==> config.mk <==
export PLATFORM = sky130hd
export DESIGN_NAME = mem_access_unit
export DESIGN_NICKNAME = d
export VERILOG_FILES = /design/src/rtl/mips_pkg.sv /design/src/rtl/access_timer.sv /design/src/rtl/mem_access_unit.sv
export SDC_FILE = /design/constraint.sdc
export NUM_CORES = 1
export LEC_CHECK = 0
export ABC_AREA = 1
export CAP_MARGIN = 20
export CORE_ASPECT_RATIO = 1.5
export CORE_UTILIZATION = 35
export CTS_BUF_LIST = sky130_fd_sc_hd__clkbuf_4 sky130_fd_sc_hd__clkbuf_8 sky130_fd_sc_hd__clkbuf_16
export DETAILED_ROUTE_END_ITERATION = 8
export GPL_TIMING_DRIVEN = 0
export PLACE_DENSITY = 0.68
export SYNTH_ARGS = -nofsm -noshare
export SYNTH_HDL_FRONTEND = slang
export SYNTH_HIERARCHICAL = 1
export SYNTH_SLANG_ARGS = --single-unit
==> constraint.sdc <==
create_clock -name clk -period 2 [get_ports clk]
set_input_delay 0.5 -clock clk [delete_from_list [all_inputs] [get_ports clk]]
set_output_delay 0.5 -clock clk [all_outputs]
set_load 0.05 [all_outputs]
==> src/rtl/mips_pkg.sv <==
// Shared definitions for the MEM-stage memory access controller:
// FSM state encoding and datapath/register-address widths.
package mips_pkg;

    typedef enum logic {
        IDLE   = 1'b0,
        ACCESS = 1'b1
    } state_t;

    localparam int DATA_WIDTH     = 32;
    localparam int REG_ADDR_WIDTH = 5;

endpackage

==> src/rtl/access_timer.sv <==
// Enable-and-clear cycle counter for the ACCESS state; timeout_hit flags the
// last permitted wait cycle so the controller can abort before the count wraps.
module access_timer #(
    parameter int TIMEOUT_CYCLES = 255
) (
    input  logic clk,
    input  logic reset,
    input  logic en,
    input  logic clr,
    output logic timeout_hit
);

    localparam int CNT_W = (TIMEOUT_CYCLES > 1) ? $clog2(TIMEOUT_CYCLES) : 1;
    localparam logic [CNT_W-1:0] LAST = CNT_W'(TIMEOUT_CYCLES - 1);

    logic [CNT_W-1:0] count;

    always_ff @(posedge clk or negedge reset) begin
        if (!reset) begin
            count <= '0;
        end else if (clr) begin
            count <= '0;
        end else if (en) begin
            count <= count + CNT_W'(1);
        end
    end

    assign timeout_hit = en & (count == LAST);

endmodule

==> src/rtl/mem_access_unit.sv <==
// MEM-stage controller: converts EX/MEM memory-control bits into a req/ack data
// memory transaction, stalls upstream until completion and registers the WB bundle.
module mem_access_unit
    import mips_pkg::*;
#(
    parameter int DATA_WIDTH     = mips_pkg::DATA_WIDTH,
    parameter int TIMEOUT_CYCLES = 255
) (
    input  logic                      clk,
    input  logic                      reset,
    input  logic                      mem_read_i,
    input  logic                      mem_write_i,
    input  logic                      mem_to_reg_i,
    input  logic                      reg_write_i,
    input  logic [REG_ADDR_WIDTH-1:0] write_register_i,
    input  logic [DATA_WIDTH-1:0]     alu_result_i,
    input  logic [DATA_WIDTH-1:0]     read_data_2_i,
    output logic                      dmem_req_o,
    output logic                      dmem_we_o,
    output logic [DATA_WIDTH-1:0]     dmem_addr_o,
    output logic [DATA_WIDTH-1:0]     dmem_wdata_o,
    input  logic                      dmem_ack_i,
    input  logic [DATA_WIDTH-1:0]     dmem_rdata_i,
    output logic                      stall_o,
    output logic                      wb_valid_o,
    output logic                      wb_reg_write_o,
    output logic                      wb_mem_to_reg_o,
    output logic [REG_ADDR_WIDTH-1:0] wb_write_register_o,
    output logic [DATA_WIDTH-1:0]     wb_alu_result_o,
    output logic [DATA_WIDTH-1:0]     wb_read_data_o,
    output logic                      timeout_o
);

    state_t                    state;
    logic                      access;
    logic                      in_access;
    logic                      timeout_hit;
    logic                      lat_mem_to_reg;
    logic                      lat_reg_write;
    logic [REG_ADDR_WIDTH-1:0] lat_write_register;

    assign access    = mem_read_i | mem_write_i;
    assign in_access = (state == ACCESS);

    access_timer #(
        .TIMEOUT_CYCLES(TIMEOUT_CYCLES)
    ) u_timer (
        .clk        (clk),
        .reset      (reset),
        .en         (in_access),
        .clr        (in_access & (dmem_ack_i | timeout_hit)),
        .timeout_hit(timeout_hit)
    );

    // Stall is gated by reset so it drops immediately alongside the flops.
    always_comb begin
        stall_o = 1'b0;
        if (reset) begin
            if (in_access) stall_o = ~dmem_ack_i & ~timeout_hit;
            else           stall_o = access;
        end
    end

    always_ff @(posedge clk or negedge reset) begin
        if (!reset) begin
            state               <= IDLE;
            dmem_req_o          <= 1'b0;
            dmem_we_o           <= 1'b0;
            dmem_addr_o         <= '0;
            dmem_wdata_o        <= '0;
            lat_mem_to_reg      <= 1'b0;
            lat_reg_write       <= 1'b0;
            lat_write_register  <= '0;
            wb_valid_o          <= 1'b0;
            wb_reg_write_o      <= 1'b0;
            wb_mem_to_reg_o     <= 1'b0;
            wb_write_register_o <= '0;
            wb_alu_result_o     <= '0;
            wb_read_data_o      <= '0;
            timeout_o           <= 1'b0;
        end else begin
            case (state)
                IDLE: begin
                    if (access) begin
                        state              <= ACCESS;
                        dmem_req_o         <= 1'b1;
                        dmem_we_o          <= mem_write_i;
                        dmem_addr_o        <= alu_result_i;
                        dmem_wdata_o       <= read_data_2_i;
                        lat_mem_to_reg     <= mem_to_reg_i;
                        lat_reg_write      <= reg_write_i;
                        lat_write_register <= write_register_i;
                        wb_valid_o         <= 1'b0;
                    end else begin
                        wb_valid_o          <= 1'b1;
                        wb_reg_write_o      <= reg_write_i;
                        wb_mem_to_reg_o     <= mem_to_reg_i;
                        wb_write_register_o <= write_register_i;
                        wb_alu_result_o     <= alu_result_i;
                        wb_read_data_o      <= '0;
                    end
                end
                ACCESS: begin
                    // Ack takes priority over a coincident timeout.
                    if (dmem_ack_i) begin
                        state               <= IDLE;
                        dmem_req_o          <= 1'b0;
                        wb_valid_o          <= 1'b1;
                        wb_reg_write_o      <= lat_reg_write;
                        wb_mem_to_reg_o     <= lat_mem_to_reg;
                        wb_write_register_o <= lat_write_register;
                        wb_alu_result_o     <= dmem_addr_o;
                        wb_read_data_o      <= dmem_we_o ? '0 : dmem_rdata_i;
                    end else if (timeout_hit) begin
                        state               <= IDLE;
                        dmem_req_o          <= 1'b0;
                        timeout_o           <= 1'b1;
                        wb_valid_o          <= 1'b1;
                        wb_reg_write_o      <= 1'b0;
                        wb_mem_to_reg_o     <= lat_mem_to_reg;
                        wb_write_register_o <= lat_write_register;
                        wb_alu_result_o     <= dmem_addr_o;
                        wb_read_data_o      <= '0;
                    end else begin
                        wb_valid_o <= 1'b0;
                    end
                end
                default: state <= IDLE;
            endcase
        end
    end

endmodule

### Sequential cells coloured by netlist name, run 1

The bar under the picture is 20 um long. Other sequential cells in the stronger grey, the rest of the logic in the fainter grey.
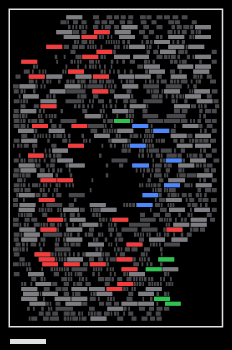
- u_timer/count: blue (sequential cells 8)
- wb_write_register_o: green (sequential cells 5; where south-east)
- dmem_addr_o: red (sequential cells 32)
seq pwr: 4230 uW
Reg area: 0.00388 mm2
flop share of the area: 0.375

### Cell sizes after repair, run 1

The bar under the picture is 20 um long.
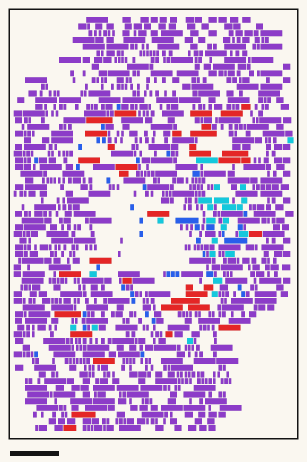
- x2: blue (cells 40; share 3.6%; most used buf_2)
- x1 and smaller: purple (cells 1,019; share 91%; most used nand2_1)
- x6 and larger: red (cells 36; share 3.2%; most used clkbuf_16)
- x3 and x4: cyan (cells 24; share 2.1%; most used buf_4)
fin area: 0.0103 mm2
Non-clk bufs: 313

==> job_summary.md, run 1 <==
## Implementation flow summary

| Metric | Value |
|---|---|
| DR vias | `6,543` |
| Worst EP arrival | `1.70 ns` |
| Gr usage total | `0.223` |
| Area leader share | `0.562` |
| Synthesis-to-layout area growth | `49.7%` |
| Pre-CTS WS | `-1.07 ns` |
| Post-CTS Setup Repair Bufs | `8` |
| Final worst path period share | `1.10` |
| Cell with the most instances after synthesis | `nand2_1` |
| Sequential Power Share | `0.336` |
| Setup Viol. Count Final | `1` |
| Fillers | `1,888` |
| Final global-route overflow total | `0` |
| Top comb family, area | `simple AND/OR/NAND/NOR gates` |
| Final setup margin | `-0.196 ns` |
| Largest net degree at the start of global routing | `60` |
| Cell area leaders | `dfrtp_1 (56%), nand2_1 (15%), nand3_1 (8.5%)` |
| Endpoint class of the critical path | `output port` |
| Final slew viol count | `0` |
| Synthesized area per cell | `8.31 um2` |
| MUX area fraction | `0` |
| Achievable Freq | `455 MHz` |
| Die Y | `174 um` |
| Outcome | `finished with violations` |
| Number of enable flip-flop cells | `0` |
| Yosys reg bits | `155` |
| Synthesized area | `0.00690 mm2` |
| Fin crit period | `2.20 ns` |
| Clock power frac | `0.275` |
| Sw Ratio | `0.422` |
| # Cells Yosys | `831` |
| Worst hold margin | `-0.00831 ns` |
| DRT Wirelength | `21,600 um` |
| FF-to-FF Start | `u_timer/count[0]$_DFFE_PN0P_` |
| Reg2Reg Depth | `12` |
| YS chip area | `0.00690 mm2` |
| Clock transition at path regs | `0.06 ns` |
| Routed vias/inst | `4.76` |
| Bufs on Longest Clock Path | `2` |
| Final ANT Viol Nets | `0` |
| Power per cell area | `1220 mW/mm2` |
| Startpoint types | `register` |
| Chip Area | `0.0203 mm2` |
| Vias in the first global route | `6,606` |
| Tool warnings | `29` |
| Clock tree from TritonCTS | `built` |
| Max Cap Viol | `0` |
| Fin. Hold Viols | `5` |
| Yosys warns | `6` |
| RSZ-0062 raised after global routing | `true` |
| Slew headroom | `0.624` |
| Core ar. | `0.0192 mm2` |
| Failing checks | `negative hold slack, negative setup slack` |
| Fraction of registers with async set/reset | `1.00` |
| P_sw | `5320 uW` |
| Worst-Margin Slew | `0.564 ns` |
| Cts repair resizes | `154` |
| CTS root buf | `clkbuf_16` |
| Starting Density | `0.359` |
| Detailed Route Iter0 Violations | `399` |
| Hpwl dp | `15,400 um` |
| Top cell type by total area after synthesis | `dfrtp_1` |
### Clock nets, run 1

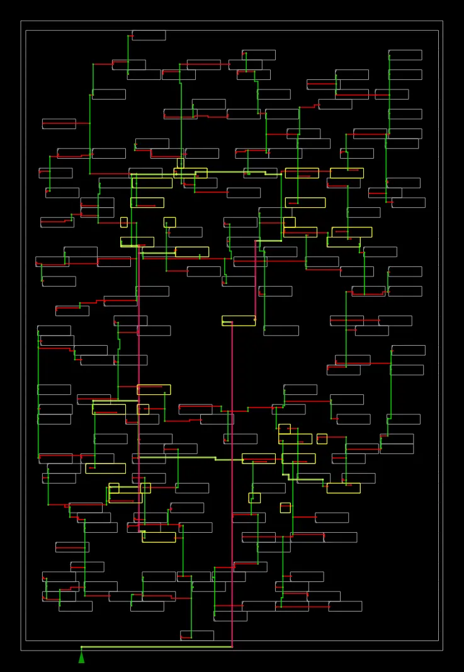
worst skew pair latency: 0.42 ns
Power Clock: 3480 uW
total CTS buffers: 17
# clk buffers: 19

-- run 1: layout by cell type (no fill, tap or decap), types with 2 or more instances in the layout --
| cell | instances |
|---|---|
| buf_8 | 2 |
| clkinv_2 | 2 |
| dfrtp_1 | 153 |
| clkbuf_4 | 2 |
| clkinvlp_4 | 2 |
| clkdlybuf4s50_1 | 105 |
| clkbuf_2 | 2 |
| bufinv_16 | 4 |
| a21oi_1 | 3 |
| buf_4 | 11 |
| inv_6 | 4 |
| inv_1 | 83 |
| nand2_2 | 2 |
| o21ai_0 | 72 |
| clkbuf_1 | 18 |
| nor2_1 | 13 |
| inv_2 | 2 |
| nor2_4 | 3 |
| nand2_1 | 280 |
| buf_2 | 26 |
| nand3_1 | 116 |
| dlygate4sd2_1 | 139 |
| dfrtp_2 | 2 |
| nand4_1 | 34 |
| clkbuf_16 | 17 |
| buf_6 | 7 |
-- run 1: cells by family (layout without fill, tap and decap cells) --
| logic type | count (synthesis) | after routing |
|---|---|---|
| other | 0 | 1 |
| DFF | 155 | 155 |
| and+or+nand+nor | 453 | 453 |
| AOI/OAI and AO/OA | 79 | 79 |
| buffers and inverters | 142 | 430 |
| adders and majority gates | 2 | 2 |
-- run 1: metal layers --
metal	part of all wire	wire (um)	vias to the layer above	global-route usage
met3	0.057	1230	27	0.0513
met5	0	0	-	0
met1	0.39	8350	3078	0.251
met2	0.53	11500	222	0.399
li1	-	-	3216	-
met4	0.023	500	0	0.0897
-- run 1: through the flow --
step	total power, uW	util	std cells	area, um2	TNS, ns
4_1_cts	12700	0.536	1375	10300	-0.163
3_5_place_dp	9550	0.506	1334	9730	-10.60
5_1_grt	13200	0.537	1376	10300	-0.288
3_3_place_gp	9490	0.504	1333	9700	-966.89
6_report	12600	0.537	1376	10300	-0.196
2_1_floorplan	7510	-	831	6920	0
-- run 1: layout make-up --
class | count | share of cell area
tap | 256 | 0.0310
clock buffer | 19 | 0.0426
buffer | 56 | 0.0295
inverter | 85 | 0.0309
clock inverter | 13 | 0.0183
antenna | 1 | 0.000242
multi-input combinational | 534 | 0.237
timing repair buffer | 257 | 0.235
sequential | 155 | 0.375
-- run 1: worst max-delay path, cell delays in order, from the launching register on --
cell     delay (ns)
dfrtp_1        0.40
inv_2          0.09
ha_4           0.14
nand3_4        0.06
nor3_4         0.22
o21ai_4        0.08
nand2_2        0.10
nor2_4         0.05
buf_8          0.14
-- run 1: how the worst max path moves through the flow --
stage | to | start | slack, ns
CTS | stall_o | u_timer/count[0]$_DFFE_PN0P_ | -0.16
detailed placement | stall_o | mem_write_i | -1.07
floorplan | stall_o | u_timer/count[0]$_DFFE_PN0P_ | 0.0001
global route | stall_o | u_timer/count[0]$_DFFE_PN0P_ | -0.27
global placement | stall_o | reset | -6.44
finish | stall_o | u_timer/count[0]$_DFFE_PN0P_ | -0.20
-- run 1: power groups by stage --
stage | Sequential, uW | Clock (uW) | Combinational [uW]
floorplan | 6440 | 0 | 1080
global placement | 4290 | 0 | 5200
detailed placement | 4300 | 0 | 5250
CTS | 4220 | 3550 | 4920
global route | 4310 | 3670 | 5220
finish | 4230 | 3480 | 4910
==> inputs of run 2 (changes only) <==
--- a/config.mk
+++ b/config.mk
@@ -6,6 +6,7 @@
 export NUM_CORES = 1
 export LEC_CHECK = 0
 export ABC_AREA = 1
+export ABC_CLOCK_PERIOD_IN_PS = 2000
 export CAP_MARGIN = 20
 export CORE_ASPECT_RATIO = 1.5
 export CORE_UTILIZATION = 35
@@ -13,6 +14,7 @@
 export DETAILED_ROUTE_END_ITERATION = 8
 export GPL_TIMING_DRIVEN = 0
 export PLACE_DENSITY = 0.68
+export SLEW_MARGIN = 20
 export SYNTH_ARGS = -nofsm -noshare
 export SYNTH_HDL_FRONTEND = slang
 export SYNTH_HIERARCHICAL = 1
==> run 2 against run 1 <==
  * The flow finishes with violations (negative setup slack)
  * Clock-buffer cell count down 1
  * Core utilization about the same
  * Combinational power about the same
  * Clock power down 2%
  * Synthesized area unchanged
  * Total power down 0.58%
==> job_summary.md, run 2 <==
## Implementation flow summary

| Metric | Value |
|---|---|
| Final ANT Viol Nets | `0` |
| Vias in the first global route | `6,671` |
| Failing checks | `negative setup slack` |
| Final setup margin | `-0.203 ns` |
| Bufs and invs on worst path | `2` |
| Startpoint types | `register` |
| Fraction of registers with async set/reset | `1.00` |
| Met2 Track Usage GR | `0.399` |
| CP delay by family, top | `simple AND/OR/NAND/NOR gates` |
| Cell Chain, Critical Path | `inv_2 > ha_4 > nand3_4 > nor3_4 > o21ai_4 > nand2_2 > nor2_4 > buf_8` |
| Top cell type by total area after synthesis | `dfrtp_1` |
| Top comb family, area | `simple AND/OR/NAND/NOR gates` |
| Synthesized area per cell | `8.31 um2` |
| # Cells Yosys | `831` |
| Reg area | `0.00388 mm2` |
| Routed vias/inst | `4.77` |
| Finished Layout Cells | `1,377` |
| MUX area fraction | `0` |
| DRT Wirelength | `21,500 um` |
| Largest net degree at the start of global routing | `58` |
| Grt met3 use | `0.0513` |
| Setup Viol. Count Final | `1` |
| GR Util met1 | `0.253` |
| CTS root buf | `clkbuf_16` |
| Worst-Margin Slew | `0.562 ns` |
| Core ar. | `0.0192 mm2` |
| Outcome | `finished with violations` |
| Yosys reg bits | `155` |
| Final worst path period share | `1.10` |
| Worst skew pair latency | `0.42 ns` |
| DP Cell Count | `1,335` |
| Hpwl dp | `15,500 um` |
| Starting Density | `0.359` |
| Bufs on Longest Clock Path | `2` |
| FF-to-FF Start | `u_timer/count[0]$_DFFE_PN0P_` |
| Clock transition at path regs | `0.07 ns` |
| Power per cell area | `1210 mW/mm2` |
| Achievable Freq | `454 MHz` |
| Most instantiated logic cells after routing | `nand2_1 (280), dfrtp_1 (153), dlygate4sd2_1 (139)` |
| Gr usage total | `0.224` |
| Chip Area | `0.0203 mm2` |
| Worst EP arrival | `1.70 ns` |
| YS chip area | `0.00690 mm2` |
| Number of enable flip-flop cells | `0` |
run 2: where the power goes:
group	leakage, uW	switching (uW)	internal, uW
combinational	0.00332	3550	1340
sequential	0.00194	418	3810
clock	0.000300	1390	2030
total	0.00556	5360	7180
run 2: timing repair:
action	in CTS	in global routing
endpoints found under the hold margin	43	0
gates cloned	0	0
pin swaps	3	2
hold buffers	1	0
endpoints found under the setup margin	149	31
buffers inserted	8	1
resized	154	8
run 2: cell families (layout without fill, tap and decap cells):
kind of cell / after synthesis / after routing
AOI/OAI and AO/OA: 79 / 79
other: 0 / 1
and+or+nand+nor: 453 / 453
adders and majority gates: 2 / 2
DFF: 155 / 155
buffers and inverters: 142 / 431
run 2: final cells by class:
cell class / instances / share of cell area
antenna: 1 / 0.000242
clock buffer: 18 / 0.0424
multi-input combinational: 534 / 0.237
sequential: 155 / 0.375
clock inverter: 14 / 0.0177
tap: 256 / 0.0310
inverter: 85 / 0.0308
timing repair buffer: 258 / 0.236
buffer: 56 / 0.0295
run 2: worst max-delay path by stage:
stage / startpoint / slack [ns] / to / depth (start not counted)
floorplan: u_timer/count[0]$_DFFE_PN0P_ / 0.0001 / stall_o / 7
global placement: reset / -6.44 / stall_o / 4
detailed placement: mem_write_i / -1.07 / stall_o / 6
CTS: u_timer/count[0]$_DFFE_PN0P_ / -0.17 / stall_o / 8
global route: u_timer/count[0]$_DFFE_PN0P_ / -0.25 / stall_o / 8
finish: u_timer/count[0]$_DFFE_PN0P_ / -0.20 / stall_o / 8
run 2: metal layers:
layer	vias up	share of wire
met3	35	0.056
met1	3110	0.39
met2	200	0.53
li1	3220	-
met4	0	0.028
met5	-	0
run 2: per-stage QoR:
| step | TNS (ns) | util | setup WS, ns | total power [uW] | area [um2] |
|---|---|---|---|---|---|
| 4_1_cts | -0.168 | 0.536 | -0.168 | 12600 | 10300 |
| 2_1_floorplan | 0 | - | 0.000126 | 7510 | 6920 |
| 5_1_grt | -0.255 | 0.538 | -0.255 | 13100 | 10300 |
| 3_3_place_gp | -966.89 | 0.504 | -6.44 | 9490 | 9700 |
| 6_report | -0.203 | 0.538 | -0.203 | 12500 | 10300 |
| 3_5_place_dp | -10.95 | 0.507 | -1.07 | 9550 | 9760 |
### Cell sizes after repair, run 2

The bar under the picture is 20 um long.
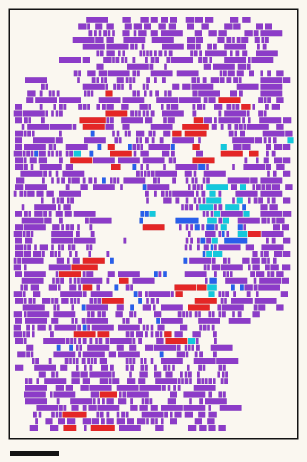
- x6 and larger: red (cells 39; share 3.5%; most used clkbuf_16)
- x3 and x4: cyan (cells 23; share 2.1%; most used buf_4)
- x1 and smaller: purple (cells 1,018; share 91%; most used nand2_1)
- x2: blue (cells 40; share 3.6%; most used buf_2)
synthesis-to-layout area growth: 49.9%
Non-clk bufs: 314

### Clock network drawn from the DEF, run 2

The bar under the picture is 20 um long.
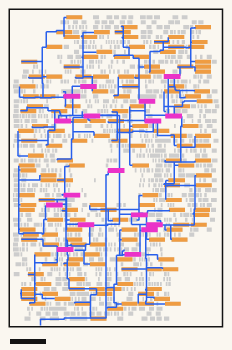
- clock wires: blue (length 2,050 um)
- clock-net drivers: magenta (count 17)
- flip-flops: orange (count 155)
- flops lie: widely spread
Clock power frac: 0.273
Max Clock Skew: 0.00820 ns
Power Clock: 3420 uW

Power figures rest on the tool's default switching activity, not on a simulated workload.
